===== config.mk =====
export PLATFORM = sky130hd
export DESIGN_NAME = button_debounce
export DESIGN_NICKNAME = d
export VERILOG_FILES = /design/src/rtl/btn_pkg.sv /design/src/rtl/sync_2ff.sv /design/src/rtl/button_debounce.sv
export SDC_FILE = /design/constraint.sdc
export NUM_CORES = 1
export LEC_CHECK = 0
export ABC_AREA = 1
export CORE_AREA = 2 2 102 75
export CTS_BUF_LIST = sky130_fd_sc_hd__clkbuf_16
export CTS_CLUSTER_DIAMETER = 30
export DETAILED_ROUTE_END_ITERATION = 8
export DIE_AREA = 0 0 104 77
export PLACE_DENSITY = 0.55
export SLEW_MARGIN = 0
export SYNTH_ARGS = -nofsm -noshare
export SYNTH_HDL_FRONTEND = slang
export SYNTH_SLANG_ARGS = --single-unit

===== constraint.sdc =====
create_clock -name clk -period 1.7 [get_ports clk]
set_clock_uncertainty 0.2 [all_clocks]
set_input_delay 0.425 -clock clk [delete_from_list [all_inputs] [get_ports clk]]
set_output_delay 0.425 -clock clk [all_outputs]
set_load 0.01 [all_outputs]

===== src/rtl/btn_pkg.sv =====
// Shared types and 12 MHz default timing constants for the button conditioning blocks.
package btn_pkg;

   // Debounce / auto-repeat FSM states.
   typedef enum logic [2:0] {
      IDLE        = 3'd0,
      DEB_PRESS   = 3'd1,
      HOLD_DELAY  = 3'd2,
      REPEAT      = 3'd3,
      DEB_RELEASE = 3'd4
   } btn_state_e;

   // Defaults for a 12 MHz system clock.
   localparam int DEBOUNCE_10MS     = 120000;   // 10 ms
   localparam int REPEAT_DELAY_0S5  = 6000000;  // 0.5 s
   localparam int REPEAT_PERIOD_DEF = 2097152;  // ~0.175 s

   // Largest of three timing parameters; sizes the shared counter.
   function automatic int max3(input int a, input int b, input int c);
      int m;
      m = a;
      if (b > m) m = b;
      if (c > m) m = c;
      return m;
   endfunction

endpackage


===== src/rtl/sync_2ff.sv =====
// Two-flop synchroniser for a single asynchronous input; reusable for any board input.
module sync_2ff (
   input  logic clk,
   input  logic rst,
   input  logic d,
   output logic q
);

   logic s1_q, s1_d;
   logic s2_q, s2_d;

   // Next values: shift the raw input through the two stages.
   always_comb begin
      s1_d = d;
      s2_d = s1_q;
   end

   // Synchroniser flops with synchronous reset.
   always_ff @(posedge clk) begin
      if (rst) begin
         s1_q <= 1'b0;
         s2_q <= 1'b0;
      end else begin
         s1_q <= s1_d;
         s2_q <= s2_d;
      end
   end

   assign q = s2_q;

endmodule


===== src/rtl/button_debounce.sv =====
// Synchronises, debounces and auto-repeats one push button; emits one-cycle
// press / release / step pulses in the clk domain.
// `release` is a reserved word in SystemVerilog, so that output is release_pulse.
module button_debounce
   import btn_pkg::*;
#(
   parameter int DEBOUNCE_CYCLES = DEBOUNCE_10MS,
   parameter int REPEAT_DELAY    = REPEAT_DELAY_0S5,
   parameter int REPEAT_PERIOD   = REPEAT_PERIOD_DEF
) (
   input  logic clk,
   input  logic rst,
   input  logic btn_in,
   output logic btn_level,
   output logic press,
   output logic release_pulse,
   output logic step
);

   // One counter serves all timed states; it is cleared on every state change.
   localparam int CNT_W = $clog2(max3(DEBOUNCE_CYCLES, REPEAT_DELAY, REPEAT_PERIOD)) + 1;

   localparam logic [CNT_W-1:0] DEB_LAST = CNT_W'(DEBOUNCE_CYCLES - 1);
   localparam logic [CNT_W-1:0] DLY_LAST = CNT_W'(REPEAT_DELAY - 1);
   localparam logic [CNT_W-1:0] PER_LAST = CNT_W'(REPEAT_PERIOD - 1);

   logic             btn_s2;
   btn_state_e       state_q, state_d;
   logic [CNT_W-1:0] cnt_q, cnt_d;
   logic             level_q, level_d;
   logic             press_q, press_d;
   logic             release_q, release_d;
   logic             step_q, step_d;

   sync_2ff u_sync (
      .clk (clk),
      .rst (rst),
      .d   (btn_in),
      .q   (btn_s2)
   );

   // Next-state, counter and pulse decode; pulses default low every cycle.
   always_comb begin
      state_d   = state_q;
      cnt_d     = cnt_q + 1'b1;
      level_d   = level_q;
      press_d   = 1'b0;
      release_d = 1'b0;
      step_d    = 1'b0;
      case (state_q)
         IDLE: begin
            level_d = 1'b0;
            cnt_d   = '0;
            if (btn_s2) state_d = DEB_PRESS;
         end
         DEB_PRESS: begin
            if (!btn_s2) begin
               // Bounce rejected before the window closed.
               state_d = IDLE;
               cnt_d   = '0;
            end else if (cnt_q == DEB_LAST) begin
               state_d = HOLD_DELAY;
               cnt_d   = '0;
               level_d = 1'b1;
               press_d = 1'b1;
               step_d  = 1'b1;
            end
         end
         HOLD_DELAY: begin
            if (!btn_s2) begin
               state_d = DEB_RELEASE;
               cnt_d   = '0;
            end else if (cnt_q == DLY_LAST) begin
               state_d = REPEAT;
               cnt_d   = '0;
               step_d  = 1'b1;
            end
         end
         REPEAT: begin
            // A release seen on the terminal edge wins: no step is issued.
            if (!btn_s2) begin
               state_d = DEB_RELEASE;
               cnt_d   = '0;
            end else if (cnt_q == PER_LAST) begin
               cnt_d  = '0;
               step_d = 1'b1;
            end
         end
         DEB_RELEASE: begin
            // Bounces restart the window but never re-enter the hold states.
            if (btn_s2) begin
               cnt_d = '0;
            end else if (cnt_q == DEB_LAST) begin
               state_d   = IDLE;
               cnt_d     = '0;
               level_d   = 1'b0;
               release_d = 1'b1;
            end
         end
         default: begin
            state_d = IDLE;
            cnt_d   = '0;
            level_d = 1'b0;
         end
      endcase
   end

   // State, counter and registered outputs; reset aborts without a release pulse.
   always_ff @(posedge clk) begin
      if (rst) begin
         state_q   <= IDLE;
         cnt_q     <= '0;
         level_q   <= 1'b0;
         press_q   <= 1'b0;
         release_q <= 1'b0;
         step_q    <= 1'b0;
      end else begin
         state_q   <= state_d;
         cnt_q     <= cnt_d;
         level_q   <= level_d;
         press_q   <= press_d;
         release_q <= release_d;
         step_q    <= step_d;
      end
   end

   assign btn_level     = level_q;
   assign press         = press_q;
   assign release_pulse = release_q;
   assign step          = step_q;

endmodule


==> qor.yml <==
status: "finished, violations left"
violations: "negative setup slack"
crit_path_end_kind: "flip-flop"
diodes: 0
grt_pass1_wl_mm: 9.05
h-tree-depth: 2
pin_count: 7
reg2reg_from: "cnt_q[1]"
ys_cells: 279
fin_crit_ps: 1760
routed-via-count: 1938
ir_drop_v: 0.000330
antenna_found_initial: 0
p_int_mw: 1.55
setup_ws_ps: -58.4
cts.sink_count: 33
syn-instance-count: 279
final_cell_mix: "buf_4 (63), nand2_1 (54), nor2_1 (36), inv_1 (32), nor2_4 (26)"
p_leak_nw: 1.27
grt_max_degree: 10
wl_per_cell_um: 11.7
comb_power_share_pct: 23.8
ys_ff: 33
dominantRegCellSynth: "dfxtp_1"
tool_warnings: 28
dpl.cell_count: 436
p_per_area_nw_per_um2: 732
period_used_pct: 103
chipArea_um2: 8010
setup_violations: 23
wl_mm: 5.34
viasPerCell: 4.26
initial_core_util_pct: 29.2
portBuffers: 6
postRouteAntennaNets: 0
layout-drive-gt1-share_pct: 44.5
nets: 361
slowest_stage: "dfxtp_2"
slew_viol_final: 0
grt_pass1_vias: 1881
edf_count: 0
die_h_um: 77
grt_use_met2_pct: 21.0
==> worst max-delay path, delay by kind of cell (launching register included) <==
family	cells	cell delay, ps
adder cells (fa/ha/maj)	1	150
AND/OR/NAND/NOR	8	700
buffers and inverters	2	230
flip-flops	1	350
==> worst max-delay path by stage <==
stage	slack [ps]	depth (start not counted)	end
2_1_floorplan	20	11	cnt_q[4]
3_3_place_gp	-110	5	cnt_q[22]
3_5_place_dp	-100	7	cnt_q[18]
4_1_cts	-60	11	cnt_q[4]
5_1_grt	-160	11	cnt_q[8]
6_report	-60	11	cnt_q[4]
==> area by class of cell <==
type	count	area, um2	share of cell area (%)
multi-input cells	204	1320	43.7
inverters	40	153	5.05
clock inverters	2	7.51	0.249
flip-flops and latches	33	678	22.5
clock buffers	5	125	4.14
repair buffers	73	616	20.4
well taps	98	123	4.06
==> per-layer routing <==
layer / up-vias / share of wire (%) / routed length (um)
li1: 1030 / - / -
met4: 0 / 1.4 / 76
met2: 30 / 40 / 2130
met1: 870 / 55 / 2910
met3: 8 / 4.2 / 223
met5: - / 0 / 0
==> synthesized netlist by cell type (3+ instances only) <==
master    n
xor2_1   16
o21ai_0   3
nor2_2    6
nor2_4   22
nor2_1   44
a21oi_1   5
nor3_1    3
dfxtp_1  33
nand2_1  58
inv_2     9
nand4_1  10
nand2_2   6
inv_1    31
nand3_1  14
==> power by group through the flow <==
stage,clock network (mW),registers (mW),logic [mW]
5_1_grt,0.911,0.835,0.604
3_3_place_gp,0,0.849,0.470
4_1_cts,0.877,0.832,0.503
6_report,0.852,0.833,0.527
3_5_place_dp,0,0.849,0.472
2_1_floorplan,0,0.850,0.345
==> what timing repair did <==
action                                 CTS  global route
gates cloned                             1             0
pin swaps                                3             3
setup endpoints to repair               29            28
resized                                 26            19
buffers inserted                        11             0
endpoints found under the hold margin    0             0
==> metrics by stage <==
stage	setup slack, ps	TNS (ps)
4_1_cts	-60.8	-999
3_3_place_gp	-113	-2380
3_5_place_dp	-104	-1870
5_1_grt	-160	-3890
2_1_floorplan	22.9	0
6_report	-58.4	-1050
==> sequential cells by signal, indices dropped and copies added, names as in the netlist <==
register       cells
cnt_q             24
step               1
u_sync.q           1
u_sync.s1_q        1
release_pulse      1
state_q            3
btn_level          1
press              1
==> kinds of logic after synthesis <==
group / after synthesis / share of synthesized area, %
AND-OR/OR-AND: 14 / 4.33
adder cells (fa/ha/maj): 1 / 0.610
XOR/XNOR: 17 / 7.26
buffers and inverters: 42 / 9.28
AND/OR/NAND/NOR: 172 / 46.3
flip-flops: 33 / 32.2
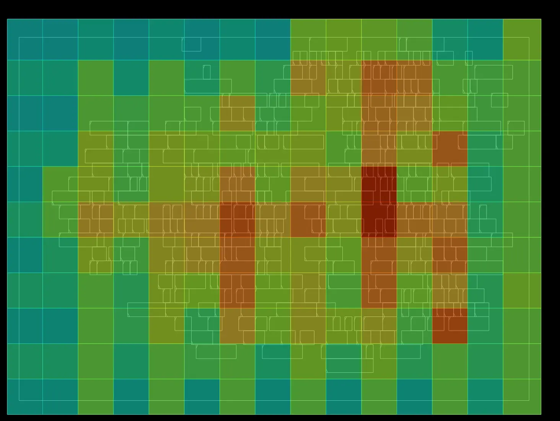
congestion_map.png
Post-Route Utilization: 43.0%
M1 GR Usage: 20.9%
GRT Total Usage: 14.2%
met3 usage: 2.30%
GR peak layer: met2

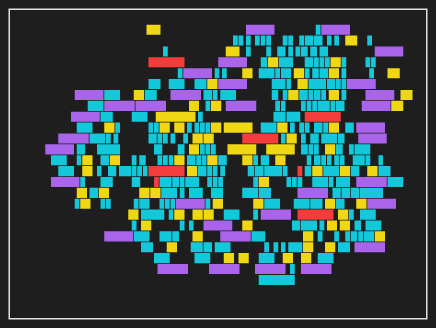
class_map.png
Scale: 4 px per um.
[purple] sequential cells | cells: 33 | share of their area: 23%
[red] clock drivers and dummy loads | cells: 7 | share of their area: 4.6%
[cyan] remaining logic cells | cells: 244 | share of their area: 51%
[yellow] remaining buffers and delay cells | cells: 73 | share of their area: 21%
post-route cell area: 3020 um2
core box area: 7030 um2

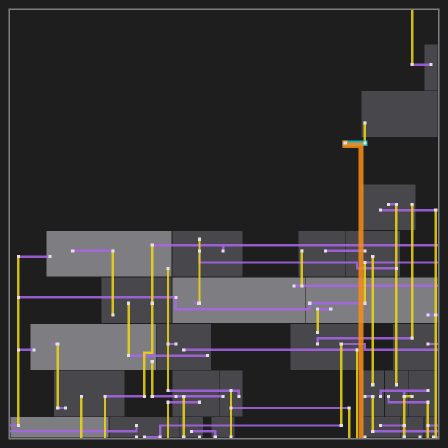
closeup.png
Window x 14 to 39, y 45 to 70 um. Cells in gray, sequential cells in the stronger gray; small squares are vias.
[orange] M4
[purple] M1
[yellow] M2
[cyan] M3
netlist names of flops here include: cnt_q (4)
sequential cells in the window: 4
most frequent: nor2_4 (4), xor2_1 (3), buf_4 (3)
cells with their middle in the window: 18

No activity file was given, so power comes from the tool's default toggle rates.
